==> config.mk <==
export PLATFORM = sky130hd
export DESIGN_NAME = inst_fetcher_flat
export DESIGN_NICKNAME = d
export VERILOG_FILES = /design/src/rtl/inst_fetcher_if.sv /design/src/rtl/inst_fetcher.sv /design/src/flat_wrapper.sv
export SDC_FILE = /design/constraint.sdc
export NUM_CORES = 2
export LEC_CHECK = 0
export ABC_CLOCK_PERIOD_IN_PS = 5800
export CORE_ASPECT_RATIO = 0.75
export CORE_MARGIN = 2
export CORE_UTILIZATION = 25
export CTS_CLUSTER_SIZE = 30
export DETAILED_ROUTE_END_ITERATION = 10
export SKIP_CTS_REPAIR_TIMING = 1
export SLEW_MARGIN = 40
export SYNTH_ARGS = -nofsm -noshare
export SYNTH_HDL_FRONTEND = slang
export SYNTH_SLANG_ARGS = --single-unit
==> constraint.sdc <==
create_clock -name clk_in -period 5.8 [get_ports clk_in]
set_input_delay 0.87 -clock clk_in [delete_from_list [all_inputs] [get_ports clk_in]]
set_output_delay 0.87 -clock clk_in [all_outputs]
set_load 0.03 [all_outputs]
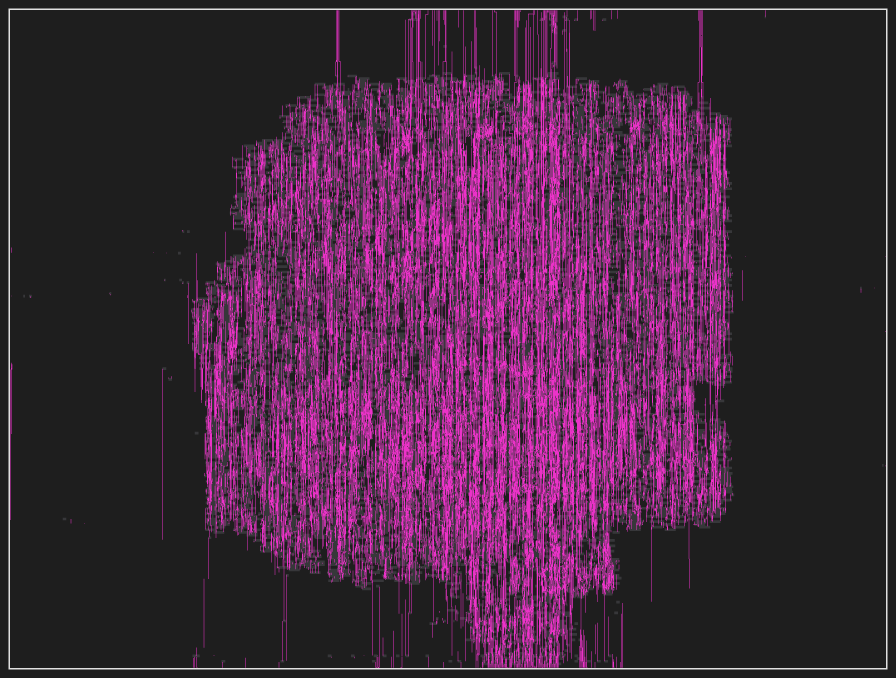
(M2 wires)
nets with wire on the layer: 6622
main direction: vertical
wire length on this layer: 220 mm
longest straight run: 292 microns
share of all routed wire: 47%
vias post-DR: 76720
GRT met2 Usage: 24.54%
wirelength, routed: 467.2 mm

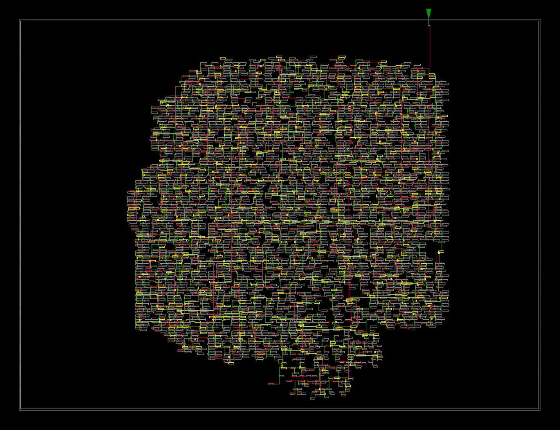
(clock routing)
Sinks on Clock Net: 3784
final-layout clock buffer total: 474
number of buffers created by CTS: 384
clock network power: 24.6 mW

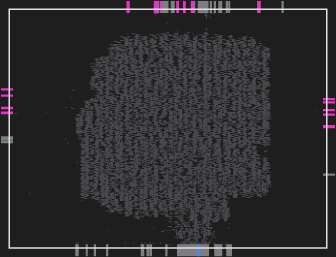
(ports around the boundary)
Pins as bars across the die edge, other pins in gray.
| color | port | pins | direction | edge |
|---|---|---|---|---|
| magenta | bus_mem_data | 32 | input | 20 top, 6 left, 6 right |
| blue | bus_mem_ready | 1 | input | bottom |
buffers added on ports: 198
die extent in x: 887.5 microns
height of the die: 666.6 microns

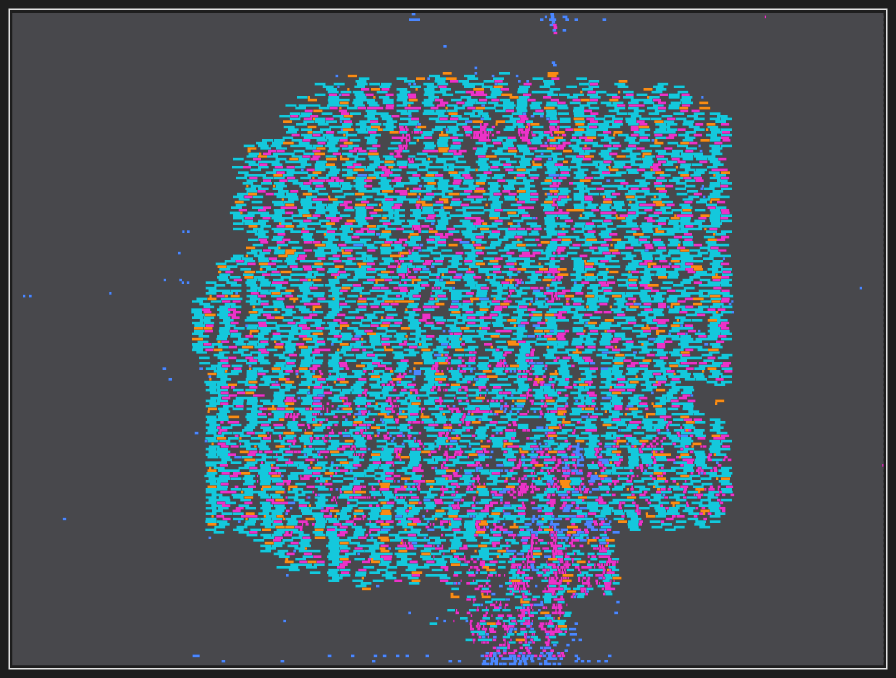
(cells colored by class)
Fill, decap, tap and diode cells in gray.
| color | class | cells | share of their area |
|---|---|---|---|
| orange | clock drivers and dummy loads | 704 | 7.6% |
| cyan | registers | 3784 | 68% |
| magenta | remaining logic cells | 2556 | 20% |
| blue | remaining buffers and delay cells | 548 | 3.6% |
area of all placed cells without fillers: 173300 sq um
Core ar.: 583500 sq um
standard-cell rows: 243
register fraction of the total cell area: 64.47%
final core utilization: 29.70%

==> git commit body <==
Add synthesis and place-and-route results

- The count of nets left with antenna violations once routing finished came out at 0.
- Routability congestion estimate from global placement: 0.8516
- Grouping non-sequential cells by family puts the most area in multiplexers.
- The synthesized design contains 3584 enable-type register cells.
* Max clock buf depth: 4
* Fillers: 55740
* Total power after layout: 57.83 mW
* Type of the worst setup path: flop to flop
- After Yosys synthesis, and, or, nand and nor cells account for 1.886% of the synthesized area.
- The number of antenna violations at the first check in global routing was 35.
* Initial Util: 25.08%
- Timing analysis after detailed placement gives a worst setup slack of 0.4713 ns.
- Number of top-level pins: 201
* Flop pwr share: 51.8%
- Per the run report, area growth between synthesis and finish was 18.39%.
- R2R Setup Slk: 0.28 ns
- The switching portion of total power comes to 21.88%.
- Commonest register cell after synthesis: sky130_fd_sc_hd__edfxtp_1
* # placed instances: 14600
* Post-Syn Instances: 6751
- Worst Setup End Kind: flop
* Vias per cell: 5.009
- Dividing total power by cell area gives a power density of 333.8 nW/um^2.
- Listed in order, past its start point the critical path passes buf_12 -> mux4_2 -> o21ai_0 -> o211ai_1 -> a221oi_2 -> buf_4 -> xnor2_1 -> nor4_1 -> buf_4 -> nand4_1 -> or4_4 -> a21o_2 -> buf_12 -> a221oi_2.
- GRT Util Overall: 15.16%
- The arrival time of data at the worst endpoint is listed as 6.33 ns.
- Max Slew Vio Count: 0
- Fin nets: 7376
- Crit path largest cell delay: 0.72 ns
* Most frequent cell after synthesis: sky130_fd_sc_hd__edfxtp_1
- On the final layout, the worst clock skew is 0.09521 ns.
* Wire length of the first global-routing pass: 632.8 mm
- Count of unique library cells instantiated by Yosys: 77
- STA shows the worst reg2reg path with a cell count of 14.
- Skew-Pair Late Insertion Delay: 1.00 ns
- Mux share: 17.48%
* Pin count of the biggest net entering global routing: 131
- Logic pwr share: 5.6%
- Summing all flip-flop and latch instances after layout gives 111700 sq um.
- The synthesized netlist was found by Yosys to have 6751 cells.
- IR Drop Worst-Case VDD: 0.0002561 V
- DRC viols: 0
- # setup viols final: 0
- Log Warnings: 30
- According to the timing report, the data required time at the worst endpoint equals 6.61 ns.
- The cell area that synthesis handed to floorplanning was 146400 sq um.
- In this run the number of cells on the critical path is 14.
- In this design, the largest share of critical-path delay is due to AND-OR/OR-AND gates.
- Static leakage: 54.79 nW
* Min-Delay Path Class: input port to flop
- Of all flip-flops after synthesis, the portion carrying an async set or reset was 0%.
* CTS tree: built
- Clock Power Share: 42.6%
* Worst setup slack after layout: 0.2812 ns
- Hold path depth: 1
- Number of global-route vias before repair: 75280
- By instance count after routing, the leading logic cell type is sky130_fd_sc_hd__edfxtp_1.
* Synth Area in Compound Gates: 2.716%
* Biggest area consumer among synthesized cells: sky130_fd_sc_hd__edfxtp_1
* Outcome: completed
- The synthesis report lists the most area-consuming cells as sky130_fd_sc_hd__edfxtp_1 (74%), sky130_fd_sc_hd__mux4_2 (15%), sky130_fd_sc_hd__dfxtp_1 (2.7%).
- Detailed-route iteration 0 reported a violation count of 11000.
- Max Fclk: 181.2 MHz
* Reported max-cap violation count: 0
- Final period utilization: 95.15%
* Filler-free cell count of the finished design: 15320
- Commonest cells after routing, fill and taps aside: sky130_fd_sc_hd__edfxtp_1 (3584), sky130_fd_sc_hd__mux4_2 (960), sky130_fd_sc_hd__clkbuf_16 (386)
- Internal power: 45.17 mW
- Looking at the critical path, the highest net fanout was 30.
- The worst-case max-slew headroom was logged as 37.66%.
* XOR/XNOR Area Share: 0.1077%
- Flops out of synthesis: 3784
* Area share of the largest cell type after synthesis: 73.54%
- The number of buffers and inverters on the critical path is 4.
- Hold violation total from the final report: 0
* Drt wl/cell: 30.50 microns
- Count of H-tree levels built during CTS: 5
- Most common library cells after synthesis: sky130_fd_sc_hd__edfxtp_1 (3584), sky130_fd_sc_hd__mux4_2 (960), sky130_fd_sc_hd__mux2i_1 (320)
- Detailed placement reports a standard cell area of 160700 sq um.
* Share of synthesized area occupied by flip-flops and latches: 76.27%
- Transition time at the pin with the least slew margin: 0.9351 ns
- Chip area: 591600 sq um
* Clock Tree Root: sky130_fd_sc_hd__clkbuf_16
- For this run, the number of Yosys warnings is 0.
- Switching power summed over all nets: 12.65 mW
* First drt pass iteration count: 6
* Avg Cell Area, Syn: 21.68 sq um
* Yosys Chip Area: 146400 sq um
* CTS clock-pin slew for the worst setup and hold paths: 0.06 ns
- Cells with a size suffix above 1 make up 28.44% of the layout.
- Final min period: 5.519 ns
- The worst setup path is launched from a flop.
- The layout report lists the multi-input gate area as 33050 sq um.
- For the final routed database, the setup TNS stands at 0 ns.
- Looking at the critical path, the single cell with the biggest stage delay is sky130_fd_sc_hd__dfxtp_4.
- HPWL Detailed: 254.4 mm
- The register with the most flip-flops in the layout has 2048 of them.
* GRT overflow: 0
* Share of synthesized cell area in full adder, half adder and majority cells: 0%
- Unrepaired setup endpoints after global routing: no
- Hold Slack: 0.3668 ns
==> routing by layer <==
metal / vias up / global-route usage [%] / routed length, microns
met1: 41670 / 19.99 / 179000
met3: 900 / 2.899 / 45760
met4: 18 / 6.393 / 22510
li1: 29510 / - / -
met2: 4630 / 24.54 / 219900
met5: - / 0 / 115
==> final cells by class <==
class	count	area share [%]
diodes	9	0.01300
well taps	7717	5.573
clock inverters	230	1.389
clock buffers	474	5.818
flip-flops and latches	3784	64.47
inverters	105	0.2333
multi-input cells	2451	19.07
repair buffers	548	3.434
==> power groups by stage <==
stage	registers [mW]	clock network, mW	logic (mW)
finish	30.0	24.6	3.25
global route	29.9	25.9	3.41
CTS	30.0	24.9	3.24
detailed placement	30.5	0	3.23
global placement	30.5	0	3.18
floorplan	30.5	0	1.91
Power is estimated from default activity; no workload was simulated.
